$ cat src/rtl/idex_pipe_reg.sv
// ID/EX pipeline register with valid bit, stall/flush control, load-use hazard
// detection with automatic bubble insertion, and a saturating bubble counter.
module idex_pipe_reg #(
  parameter int DATA_W  = 32,
  parameter int REG_W   = 5,
  parameter int ALUOP_W = 3,
  parameter int JADDR_W = 26,
  parameter int CNT_W   = 16
) (
  input  logic               clk,
  input  logic               rst,
  input  logic               id_valid,
  input  logic               stall,
  input  logic               flush,
  input  logic [REG_W-1:0]   id_rs,
  input  logic [REG_W-1:0]   id_rt,
  input  logic               id_uses_rt,
  input  logic               wb_regwrite_in,
  input  logic               wb_memtoreg_in,
  input  logic               m_branch_in,
  input  logic               m_memread_in,
  input  logic               m_memwrite_in,
  input  logic               ex_regdst_in,
  input  logic               ex_alusrc_in,
  input  logic               jump_in,
  input  logic [ALUOP_W-1:0] ex_aluop_in,
  input  logic [DATA_W-1:0]  pc4_in,
  input  logic [DATA_W-1:0]  rdata1_in,
  input  logic [DATA_W-1:0]  rdata2_in,
  input  logic [DATA_W-1:0]  sext_in,
  input  logic [REG_W-1:0]   rt_in,
  input  logic [REG_W-1:0]   rd_in,
  input  logic [JADDR_W-1:0] jaddr_in,
  output logic               wb_regwrite_out,
  output logic               wb_memtoreg_out,
  output logic               m_branch_out,
  output logic               m_memread_out,
  output logic               m_memwrite_out,
  output logic               ex_regdst_out,
  output logic               ex_alusrc_out,
  output logic               jump_out,
  output logic [ALUOP_W-1:0] ex_aluop_out,
  output logic [DATA_W-1:0]  pc4_out,
  output logic [DATA_W-1:0]  rdata1_out,
  output logic [DATA_W-1:0]  rdata2_out,
  output logic [DATA_W-1:0]  sext_out,
  output logic [REG_W-1:0]   rt_out,
  output logic [REG_W-1:0]   rd_out,
  output logic [JADDR_W-1:0] jaddr_out,
  output logic               ex_valid,
  output logic               hazard_stall,
  output logic [CNT_W-1:0]   bubble_cnt
);

  localparam int CTL_W = 8 + ALUOP_W;
  localparam int DAT_W = 4 * DATA_W + 2 * REG_W + JADDR_W;

  logic [CTL_W-1:0] ctlIn, ctlQ;
  logic [DAT_W-1:0] datIn, datQ;
  logic             validQ;
  logic [CNT_W-1:0] cntQ;
  logic             rtHit;

  assign ctlIn = {wb_regwrite_in, wb_memtoreg_in, m_branch_in, m_memread_in,
                  m_memwrite_in, ex_regdst_in, ex_alusrc_in, jump_in, ex_aluop_in};
  assign datIn = {pc4_in, rdata1_in, rdata2_in, sext_in, rt_in, rd_in, jaddr_in};

  assign {wb_regwrite_out, wb_memtoreg_out, m_branch_out, m_memread_out,
          m_memwrite_out, ex_regdst_out, ex_alusrc_out, jump_out, ex_aluop_out} = ctlQ;
  assign {pc4_out, rdata1_out, rdata2_out, sext_out, rt_out, rd_out, jaddr_out} = datQ;
  assign ex_valid   = validQ;
  assign bubble_cnt = cntQ;

  // $0 is hard-wired, so a load targeting it can never feed a dependent read.
  assign rtHit = (rt_out != '0) &&
                 ((rt_out == id_rs) || (id_uses_rt && (rt_out == id_rt)));
  assign hazard_stall = !flush && validQ && m_memread_out && id_valid && rtHit;

  // NOTE: all state here is sequential, so every assignment is non-blocking;
  // blocking assignments would let later statements see the new value early.
  always_ff @(posedge clk) begin
    if (rst) begin
      validQ <= 1'b0;
      ctlQ   <= '0;
      datQ   <= '0;
      cntQ   <= '0;
    end else if (flush) begin
      validQ <= 1'b0;
      ctlQ   <= '0;
      datQ   <= datIn;
    end else if (!stall) begin
      if (hazard_stall) begin
        // Bubble: kill controls, keep data so the held load stays visible.
        validQ <= 1'b0;
        ctlQ   <= '0;
        if (~&cntQ)
          cntQ <= cntQ + {{(CNT_W-1){1'b0}}, 1'b1};
      end else begin
        validQ <= id_valid;
        ctlQ   <= id_valid ? ctlIn : '0;
        datQ   <= datIn;
      end
    end
  end

endmodule
$ cat config.mk
export PLATFORM = sky130hd
export DESIGN_NAME = idex_pipe_reg
export DESIGN_NICKNAME = d
export VERILOG_FILES = /design/src/rtl/idex_pipe_reg.sv
export SDC_FILE = /design/constraint.sdc
export NUM_CORES = 1
export LEC_CHECK = 0
export CAP_MARGIN = 30
export CORE_ASPECT_RATIO = 0.8
export CORE_MARGIN = 8
export CORE_UTILIZATION = 39
export CTS_CLUSTER_SIZE = 24
export DETAILED_ROUTE_END_ITERATION = 8
export PLACE_DENSITY = 0.79
export SLEW_MARGIN = 20
export SYNTH_ARGS = -nofsm -noshare
export SYNTH_HDL_FRONTEND = slang
export SYNTH_SLANG_ARGS = --single-unit
$ cat constraint.sdc
create_clock -name clk -period 2.1 [get_ports clk]
set_clock_uncertainty 0.15 [all_clocks]
set_input_delay 0.42 -clock clk [delete_from_list [all_inputs] [get_ports clk]]
set_output_delay 0.42 -clock clk [all_outputs]
set_load 0.05 [all_outputs]
==> results_slide.txt <==
Flow Results at a Glance

Finish
  – Antenna Cells: 0
  – Post-route cell area: 13400 sq um
  – Ratio of cells with drive above 1 in the final layout: 33.8%
  – Nets: 1499
  – P&R area growth vs syn: 90.5%

Floorplanning
  – I/O Pins: 384
  – DIE AREA: 22600 sq um
  – Die Height: 136 um
  – FP Util: 39.2%
  – FP Rows: 44

Final timing
  – Worst hold margin: 254 ps
  – Final setup fails: about 180
  – Worst-margin pin slew: 532 ps
  – RSZ-0062 raised after global routing: true
  – Final Cycle Share: 108%
  – Fin. Hold Viols: 0
  – Relative slew slack: 64.7%
  – Fin crit period: approximately 2300 ps
  – Setup TNS: -15050 ps
  – Achievable clock frequency: 443 MHz
  – Final max-slew violation count: 0
  – Worst setup margin: -159 ps

Status
  – Failing checks: setup timing
  – Status: complete, but fails checks

Critical path
  – Worst Path Required: roughly 1500 ps
  – FF-to-FF setup slack: -150 ps
  – Startpoint types: flip-flop
  – Worst reg2reg path depth: 12
  – Setup Crit Path Kind: flip-flop to output pin
  – Critical path endpoint: hazard_stall
  – FF-to-FF End: datQ[54]$_SDFFE_PP0P_
  – Critical path origin: datQ[32]$_SDFFE_PP0P_
  – Crit Path Max Fanout: 4
  – CP arrival: 1690 ps
  – Worst R2R Start: datQ[32]$_SDFFE_PP0P_
  – CP endpoint kind: output pin

Logic synthesis
  – Distinct lib cells: 36
  – Yosys top cell by area: dfxtp_1
  – Ys Warns: 0
  – Synth Register Bits: between 150 and 200
  – Syn avg cell area: between 8 and 9 sq um
  – Yosys Instances: approximately 870
  – Top area cell types: dfxtp_1 55%, nand2_1 18%, a21oi_1 13%
  – Yosys Chip Area: 7020 sq um
  – Seq share, synth: between 50 and 60%
  – Mapped Area: 7020 sq um
  – Top cell area share: 54.8%

Power
  – Pleak: roughly 5.8 nW
  – VDD IR-drop max: around 0.55 mV
  – Net switching power of the design: 2.98 mW
  – Pint: 6.49 mW
  – Power Total: 9.47 mW
  – Reg power frac: a little over two fifths
  – Clock Power Share: 33.6%
  – Logic gate share of total power: 24.7%

Routing
  – Vias per cell: 5.19
  – DRT Wirelength: about 32000 um
  – Final ANT Viol Nets: 0
  – Initial DRT Pass Iterations: 4
  – Via Count: approximately 8k
  – Starting DRT DRC Count: roughly 480
  – DRC Markers: 0

CTS
  – # H-tree levels: 4
  – Clk buf depth: 2
  – Hold-fix buffers, CTS: 0
  – CTS tree: built
  – Clock slew at reported path FFs: ~70 ps
  – Root Driver: clkbuf_16
  – TritonCTS buffer count: 17

Placed design
  – Post-DP Area: 11100 sq um
  – Total placed cells including tap cells: 1468
  – HPWL after DPL: 19400 um
  – Port Buf Inserts: 383

Worst hold path
  – Hold path startpoint: rst
  – Hold Crit Class: input port to flip-flop
  – Hold path cells: 2

Global routing
  – Gr usage total: between 20% and 30%
  – Grt ovf: 0
  – First-pass GRT wire length: 40200 um
  – Vias in the first global route: 7271
  – Pin count of the biggest net entering global routing: 60

Job
  – Tool warnings: 28
  – Max Cap Viol: 0
power by group through the flow:
stage                     registers [mW]  logic [mW]  clock network [mW]
after floorplan                     4.71       0.390                   0
after global placement              4.01        1.97                   0
after detailed placement            4.02        1.98                   0
after CTS                           3.94        1.98                3.22
after global routing                3.97        2.43                3.39
final                               3.95        2.34                3.18
synth_stat cells, drive strengths merged:
| cell | count |
|---|---|
| nand2 | 339 |
| dfxtp | 192 |
| a21oi | 179 |
| buf | 38 |
| clkbuf | 26 |
| nor3 | 13 |
| a32oi | 11 |
| xnor2 | 11 |
| o21ai | 8 |
| or3 | 8 |
| nor2 | 6 |
| o31ai | 6 |
| nand3 | 5 |
| nand4 | 5 |
| or4 | 5 |
| inv | 3 |
| nor2b | 3 |
| and3 | 2 |
| a21o | 1 |
| a22oi | 1 |
| and4 | 1 |
| ha | 1 |
| mux2i | 1 |
| nand4b | 1 |
| nor4 | 1 |
| o2111ai | 1 |
| o22a | 1 |
| o22ai | 1 |
| or2 | 1 |
| xor2 | 1 |
critical path: stages (launching register included):
cell and delay [ps]:
dfxtp_4 380, xnor2_2 150, nand4_1 190, o22ai_4 190, buf_6 140, nand2_4 50, inv_4 50, buf_12 120
kinds of logic after synthesis:
family                   after synthesis  synth area share [%]
AND/OR/NAND/NOR                      390                  22.4
multiplexers                           1                 0.143
adder cells (fa/ha/maj)                1                 0.178
buffers and inverters                 67                  4.39
XOR/XNOR                              12                  1.61
flip-flops                           192                  54.8
AND-OR/OR-AND                        209                  16.5
metal layers:
layer,wire length (um),GRT usage [%]
met1,12100,24.3
met2,16000,39.4
met3,2810,9.32
met4,871,6.30
met5,0,0
flip-flops by register name, summed over array words and instances, names as in the netlist:
| signal | count |
|---|---|
| ex_valid | 1 |
| ctlQ | 11 |
| bubble_cnt | 16 |
| datQ | 164 |
layout by cell type, fill, tap and decap left out, types with 3 or more instances in the layout:
cell             count
buf_6                9
clkbuf_16           36
buf_12              19
nand2_4             28
buf_4              149
buf_8                7
dlygate4sd2_1       89
nand2_1            255
inv_8                3
or3_1                7
o21ai_0              6
buf_16               9
nand4_1              5
dfxtp_4             10
xnor2_1              5
xnor2_2              6
a32oi_1             11
dfxtp_1            172
a21oi_2             84
clkdlybuf4s50_1    179
o31ai_1              6
nand2_2             56
clkinvlp_4           5
dfxtp_2             10
a21oi_1             93
nor2_1               6
or4_1                5
nor2b_1              3
nor3_1              12
nand3_1              4
layout make-up:
cell class,instances,area [sq um]
timing repair buffer,480,5000
fill,1216,4530
sequential,192,3890
multi-input combinational,613,3600
clock buffer,19,443
tap,230,288
clock inverter,12,128
inverter,3,13.8
what timing repair did:
item,CTS,global route
gates cloned,4,27
pin swaps,14,67
endpoints found under the setup margin,132,175
hold endpoints to repair,0,0
buffers inserted,7,12
resized,103,232
Fig. 1: routing congestion
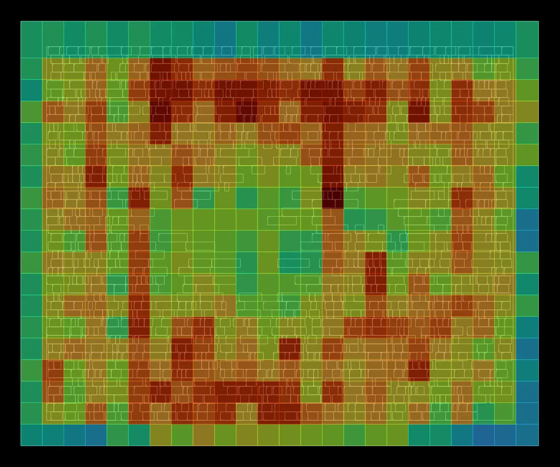
wire per inst: 20.6 um
Global Route met1 Usage: 24.3%

Fig. 2: selected gate families
(1.5 px per um)
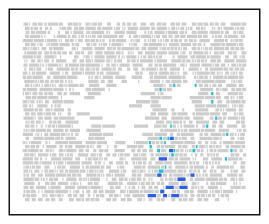
Key: cyan = nor cells [cells 23]; blue = xor and xnor cells [cells 12]
logic share of the area: 26.9%
dominant logic cell type in the layout: nand2_1
final cell count without fillers: 1549

Fig. 3: sequential cells colored by netlist name
(3 px per um) Other sequential cells in the stronger gray, the rest of the logic in the fainter gray.
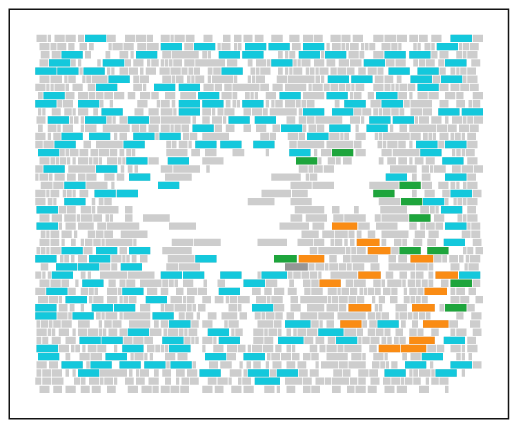
Key: cyan = datQ [flops 164, where spread over the die]; green = ctlQ [flops 11, where middle right]; orange = bubble_cnt [flops 16]
Another 1 sequential cells are not colored.
register share of the cell area: 29.1%
final core utilization: 74.7%
sequential power: 3.95 mW

Fig. 4: layout detail
Region (112, 89) to (137, 114) um. Cells in gray, sequential cells in the stronger gray; small squares are vias.
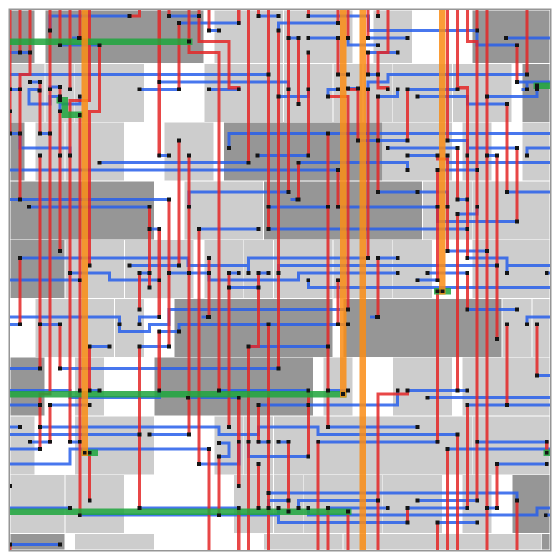
Key: red = metal 2; blue = metal 1; orange = metal 4; green = metal 3
52 logic cells have their middle in the window. Netlist names of flops here include datQ (7). Sequential cells in the window: 7. Most frequent: nand2_1 (13), buf_4 (8), dfxtp_1 (7).

Power figures rest on the tool's default switching activity, not on a simulated workload.
